### A small window of the routed layout, run 1

Region (89, 89) to (139, 139) µm. Cells in grey, sequential cells in the stronger grey; small squares are vias.
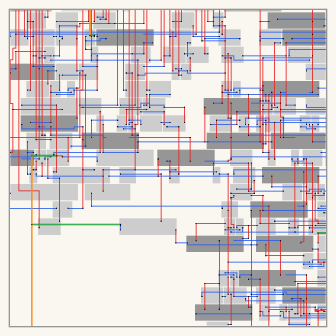
### Metal 4, run 1

Scale: 2 px per µm. Supply wires on this layer in grey. Cells faint in the background.
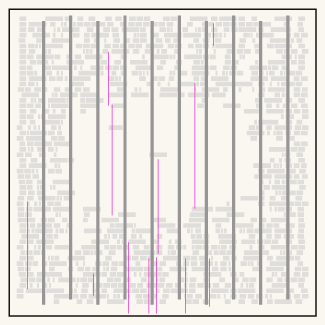
### Pin map, run 1

Scale: 2 px per µm. Pins as bars across the die edge, other pins in grey.
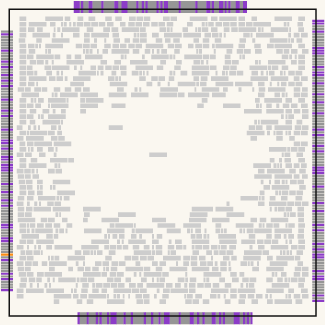
==> config.mk <==
export PLATFORM = sky130hd
export DESIGN_NAME = output_selector
export DESIGN_NICKNAME = d
export VERILOG_FILES = /design/src/rtl/output_selector.sv
export SDC_FILE = /design/constraint.sdc
export NUM_CORES = 1
export LEC_CHECK = 0
export CAP_MARGIN = 20
export CELL_PAD_IN_SITES_DETAIL_PLACEMENT = 0
export CELL_PAD_IN_SITES_GLOBAL_PLACEMENT = 1
export CORE_MARGIN = 3
export CORE_UTILIZATION = 28
export DETAILED_ROUTE_END_ITERATION = 10
export GPL_ROUTABILITY_DRIVEN = 0
export PLACE_DENSITY = 0.9
export SYNTH_ARGS = -nofsm -noshare
export SYNTH_HDL_FRONTEND = slang
export SYNTH_SLANG_ARGS = --single-unit
==> constraint.sdc <==
create_clock -name Clk -period 1.7 [get_ports Clk]
set_input_delay 0.34 -clock Clk [delete_from_list [all_inputs] [get_ports Clk]]
set_output_delay 0.34 -clock Clk [all_outputs]
set_load 0.02 [all_outputs]
==> ci_impl_report.md, run 1 <==
### Flow metrics

| Metric | Value |
|---|---|
| Grt ovf | 0 |
| #MultiIn Comb | 384 |
| Clk power | 3.56 mW |
| Critical Path Max Stage Delay | 0.39 ns |
| Ant diodes | 0 |
| HPWL Detailed | 15.7 mm |
| Yosys adder share | 0% |
| Seq pwr share | 37.9% |
| Crit path capture type | output pin |
| Top-area cell share | 53.6% |
| Met3 WL | 1.58 mm |
| Latency at later pin | 0.41 ns |
| Worst-path clk slew | 0.06 ns |
| Top cells, area | dfrtp_1 (54%), mux2i_1 (21%), a21oi_1 (11%), nor2_1 (8.0%), buf_12 (4.3%) |
| Leakage | 4.66 nW |
| H-tree depth | 4 |
| Vias in the first global route | 5713 |
| PwrDens | 890 nW/µm² |
| OpenROAD warnings | 26 |
| Int Power | 6.70 mW |
| Design Area, Final | 10600 µm² |
| Cts repair resizes | 129 |
| Slew @ Worst Pin | 0.414 ns |
| Comb pwr share | 24.2% |
| Critical path depth in cells | 1 |
| Finish-stage setup viols | 0 |
| Yosys aoi share | 10.6% |
| Syn avg cell area | 10.8 µm² |
| Count leader, synth | dfrtp_1 |
| Clk buf depth | 2 |
| Final Hold Vio Count | 0 |
| Nets | 1206 |
| Cell Area, Synth | 6020 µm² |
| Wire per inst | 16.5 µm |
| Xor/xnor share of the synthesized area | 0% |
| Critical-path maximum fanout | 2 |
| CP Class | flop to output pin |
| Largest register FFs | 128 |
| Initial DRC count | 216 |
| Met3 Use GR | 5.65% |
| P_seq | 3.55 mW |
| Synth Flop Type | dfrtp_1 |
| Tot Pwr | 9.39 mW |
| Worst reg2reg setup slack | 1.02 ns |
| Simple-Gate Area Share | 7.98% |
| Logic share of the area | 22.8% |
| Final worst path period need | 1.51 ns |
| Flops & latches, synth | 129 |
| Post-synth top cells | dfrtp_1 (129), a21oi_1 (128), mux2i_1 (128), nor2_1 (128), clkbuf_1 (19) |
| CLK BUF | 19 |
| Pin count of the biggest net entering global routing | 46 |
| TNS Setup | 0 ns |
| Data arrival, critical path | 1.17 ns |
| Non-clk bufs | 414 |
| Logic area | 2400 µm² |
| Worst Hold Path Cells | 2 |
| Post-Synthesis Net Count | 815 |
| Fp_density | 28.5% |
| Slew Viols, Final | 0 |
| Yosys stat area | 6020 µm² |
| Yosys warns | 0 |
| Final Skew | 0 ns |
| First-pass GRT wire length | 31.8 mm |
| Slowest CP cell | dfrtp_1 |
| Number of remaining DRC errors | 0 |
| Cell Area, Placed | 10100 µm² |
| Fraction of layout cells with a size suffix above 1 | 5.95% |
| Util after Layout | 50.0% |
| Area Growth Syn to Fin | 75.3% |
| Startpoint types | flop |
| CP required | 1.36 ns |
| Most frequent cells in the layout | clkdlybuf4s50_1 (256), dfrtp_1 (129), dlygate4sd2_1 (129) |
| Mux share | 21.3% |
| Met1 Resource Use GR | 19.8% |
| Comb. pwr | 2.27 mW |
| Global route hottest layer | met2 |
| RSZ-0062 raised after global routing | false |
| CTS hold repair buffers | 1 |
| Mapped Cells | 555 |
| Switching Fraction | 28.6% |
| Top Metal Used | met4 |
| Status | finished clean |
| Initial antenna violation count | 0 |
| Wl on met1 | 8.12 mm |
| Postcts setup bufs | 0 |
| Ys cells | 555 |
| Hold_ws | 0.341 ns |
| Tap cell instance count | 275 |
| CTS Buf Count | 17 |
| Routed wl met2 | 10.2 mm |
| Flip-flops | 129 |
| CTS tree | done |
| Largest power group | clock |
| Max Cap Violations | 0 |
| Placed Instances | 1201 |
| Crit-path cells | dlygate4sd2_1 |
| Clk cell area share | 5.41% |
| Top cell category | buffers |
| Min-delay worst type | input pin to flop |
| Post-synth seq share | 53.6% |
| Setup ws final | 0.193 ns |
| Clk pwr share | 38.0% |
-- 'A small window of the routed layout' (at the start) --
Orange marks met4. Green marks met3. Red marks met2. Blue marks met1.
111 logic cells have their middle in the window. Sequential cells in the window: 18. Most frequent: clkdlybuf4s50_1 (21).

-- 'Metal 4' (at the start) --
The wires run mostly vertical. The longest straight run is 62.6 µm.
final wirelength: 20.3 mm
Via Count: 5451

-- 'Pin map' (at the start) --
Purple marks `CT`, pins 128, direction input, edge 34 east, 32 north, 31 west, 31 south. Orange marks `Clk`, pins 1, direction input, edge west.
All pins by edge: 104 east, 96 west, 95 south, 94 north.
I/O Buffers: 388
Die H: 153 µm
Die W: 153 µm

==> run 2: changes to the inputs <==
--- a/config.mk
+++ b/config.mk
@@ -13,4 +13,5 @@
 export DETAILED_ROUTE_END_ITERATION = 10
 export GPL_ROUTABILITY_DRIVEN = 0
+export GPL_TIMING_DRIVEN = 0
 export PLACE_DENSITY = 0.9
 export SYNTH_ARGS = -nofsm -noshare
==> constraint.sdc (replaced) <==
create_clock -name Clk -period 1.7 [get_ports Clk]
set_input_delay 0.34 -clock Clk [delete_from_list [all_inputs] [get_ports Clk]]
set_output_delay 0.34 -clock Clk [all_outputs]
set_load 0.005 [all_outputs]
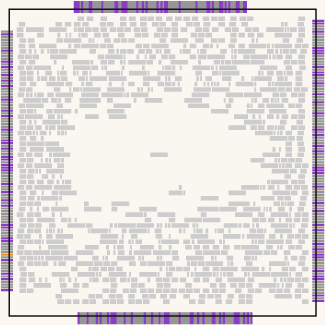
*Pin map, run 2*
Scale: 2 px per µm. Pins as bars across the die edge, other pins in grey.
Purple marks `CT`, pins 128, direction input, edge 34 east, 32 north, 31 west, 31 south. Orange marks `Clk`, pins 1, direction input, edge west.
All pins by edge: 104 east, 96 west, 95 south, 94 north.
I/O Buffers: 387

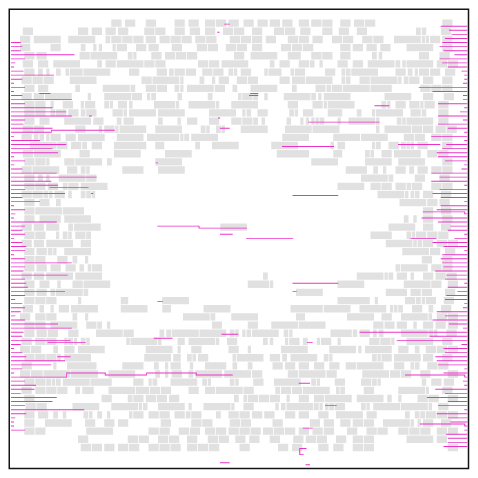
*Metal 3, run 2*
Scale: 3 px per µm. Cells faint in the background.
The layer holds 8.0% of the routed length. The layer carries 1770 µm of wire. The longest straight run is 35.7 µm.
met3 Use GR: 5.79%
final wirelength: 22.3 mm
Via Count: 5679

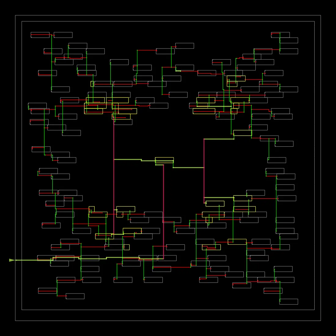
*The clock network, run 2*
CTS Buf Count: 17
CLK BUF: 19

==> run 2 against run 1 <==
Largest power group unchanged. Combinational power is 3% lower. Sequential share of layout area fell by 1.1 points. Synthesized cell count unchanged. Design area increased by 3.7%. Highest routed layer unchanged.
==> ci_impl_report.md, run 2 <==
### Flow metrics

| Metric | Value |
|---|---|
| Max Cap Violations | 0 (unchanged) |
| Clk pwr share | 41.1% (+3.1 points) |
| Count leader, synth | dfrtp_1 |
| Yosys adder share | 0% (unchanged) |
| Postcts setup bufs | 0 (unchanged) |
| Top cells, area | dfrtp_1 (54%), mux2i_1 (21%), a21oi_1 (11%), nor2_1 (8.0%), buf_12 (4.3%) |
| Flops & latches, synth | 129 (unchanged) |
| FF/Latch Area | 3230 µm² |
| Placed Instances | 1218 (+1.4%) |
| # IOs | 389 |
| #MultiIn Comb | 384 (unchanged) |
| Non-clk invs | 0 |
| Worst-path clk slew | 0.06 ns (about the same) |
| Finish-stage setup viols | 0 (unchanged) |
| OpenROAD warnings | 26 (unchanged) |
| Post-synth seq share | 53.6% (unchanged) |
| Sequential share of cell area | 29.5% |
| Clk buf depth | 2 (unchanged) |
| Met1 Resource Use GR | 21.7% (+1.9 points) |
| Min-delay worst type | input pin to flop |
| Tot Pwr | 9.81 mW (+4.4%) |
| Synth Flop Type | dfrtp_1 |
| Startpoint types | flop |
| Grt ovf | 0 (unchanged) |
| Slew Viols, Final | 0 (unchanged) |
| Int Power | 7.44 mW (+11%) |
| P_seq | 3.57 mW (about the same) |
| Die ar. | 23300 µm² |
| RSZ-0062 raised after global routing | false |
| Post-synth top cells | dfrtp_1 (129), a21oi_1 (128), mux2i_1 (128), nor2_1 (128), clkbuf_1 (19) |
| Fillers | 1942 |
| CTS hold repair buffers | 1 (unchanged) |
| Flip-flops | 129 (unchanged) |
| Yosys warns | 0 (unchanged) |
| Vias/cell | 4.54 |
| Worst path buffer plus inverter count | 1 |
| Count of cell types in the netlist | 10 |
| Critical-path maximum fanout | 2 (unchanged) |
| Seq pwr share | 36.4% (-1.5 points) |
| Most frequent cells in the layout | clkdlybuf4s50_1 (379), dfrtp_1 (129), mux2i_1 (128), nor2_1 (128), a21oi_1 (128) |
| CTS Sinks | 129 |
| Comb pwr share | 22.4% (-1.8 points) |
| Util after Layout | 51.9% (+1.9 points) |
| Gr usage total | 18.4% |
| Xor/xnor share of the synthesized area | 0% (unchanged) |
| Non-clk bufs | 431 (+4.1%) |
| Fmax | 611 MHz |
| Area Growth Syn to Fin | 81.8% |
| Tap cell instance count | 275 (unchanged) |
| Comb. pwr | 2.20 mW (-3%) |
| Logic area | 2400 µm² (unchanged) |
| Critical path depth in cells | 1 (unchanged) |
| Switching Fraction | 24.1% (-4.5 points) |
| Peak supply drop | 0.625 mV |
| Largest power group | clock |
| Largest register FFs | 128 (unchanged) |
| CP Class | flop to output pin |
| Cell Area, Synth | 6020 µm² (unchanged) |
| Simple-Gate Area Share | 7.98% (unchanged) |
| Cts repair resizes | 1 (-99%) |
| Cell Rows | 53 |
| CTS tree | done |
| First-pass GRT wire length | 33.7 mm (+6.0%) |
| Ant diodes | 0 (unchanged) |
| Ys async rst share | 100% |
| Routed wl met2 | 11.4 mm (+12%) |
| Nets | 1223 (+1.4%) |
| Post-Synthesis Net Count | 815 (unchanged) |
| Wl on met1 | 8.77 mm (+7.9%) |
| Top-area cell share | 53.6% (unchanged) |
| Core Footprint | 21100 µm² |
| Reg2reg path depth | 2 |
| Pin count of the biggest net entering global routing | 74 (+61%) |
| Hold_ws | 0.349 ns (+0.00780 ns) |
| Global route hottest layer | met2 |
| Fin cells | 1250 |
| Final worst path period need | 1.64 ns (+0.130 ns) |
| Top Metal Used | met4 |
| Logic share of the area | 21.9% (-0.82 points) |
| Top logic family | multiplexers |
| Top cell category | buffers |
| Leakage | 4.71 nW (+1.1%) |
| Non-clock buffer share | 39.5% |
| Crit-path cells | clkdlybuf4s50_1 |
| Biggest area consumer among synthesized cells | dfrtp_1 |
| Most instantiated logic cell after routing | clkdlybuf4s50_1 |
| Clk power | 4.03 mW (+13%) |
| HPWL Detailed | 17.3 mm (+10%) |
| Met3 WL | 1.77 mm (+12%) |
| Data arrival, critical path | 1.30 ns (+0.13 ns) |
| Wire per inst | 17.8 µm (+8.2%) |
| Critical Path Max Stage Delay | 0.54 ns (+0.15 ns) |
| Status | finished clean |
| Clk cell area share | 5.94% (+0.54 points) |
| CP required | 1.36 ns (about the same) |
| Post-synth EDFFs | 0 |
| Period utilisation layout | 96.3% |
| Design Area, Final | 10900 µm² (+3.7%) |
| Crit path capture type | output pin |
| Slowest CP cell | clkdlybuf4s50_1 |
| Mapped Cells | 555 (unchanged) |
| Final Skew | 0 ns (unchanged) |
| Yosys aoi share | 10.6% (unchanged) |
| Initial antenna violation count | 0 (unchanged) |
| Latency at later pin | 0.40 ns (about the same) |
| TNS Setup | 0 ns (unchanged) |
| Final Hold Vio Count | 0 (unchanged) |
| Initial DRC count | 259 (+20%) |
| Sw Pwr | 2.37 mW |
| Cell Area, Placed | 10300 µm² (+1.3%) |
| Die W | 153 µm (unchanged) |
| CTS Root Cell | clkbuf_16 |
| Syn avg cell area | 10.8 µm² (unchanged) |
| GR met2 Demand/Resource | 32.0% |
| PwrDens | 896 nW/µm² (+0.69%) |
| Post-DRT Antenna Nets | 0 |
| Worst reg2reg setup slack | 1.01 ns (about the same) |
| Worst Hold Path Cells | 3 (+1) |
| Worst slew margin | 61.2% |
| Mux share | 21.3% (unchanged) |
| Die H | 153 µm (unchanged) |
| Fraction of layout cells with a size suffix above 1 | 5.95% (about the same) |
| Cell family contributing the most delay on the critical path | buffers and inverters |
| DP Worst Slack | -0.410 ns |
| Ys cells | 555 (unchanged) |
| Fp_density | 28.5% (unchanged) |
| Vias in the first global route | 5944 (+4.0%) |
| Slew @ Worst Pin | 0.582 ns (+0.168 ns) |
| Pre-antenna DRT Iters | 4 |
| Yosys stat area | 6020 µm² (unchanged) |
| H-tree depth | 4 (unchanged) |
| Number of remaining DRC errors | 0 (unchanged) |
| Setup ws final | 0.0623 ns (-0.130 ns) |
Power and IR drop assume default switching activity.
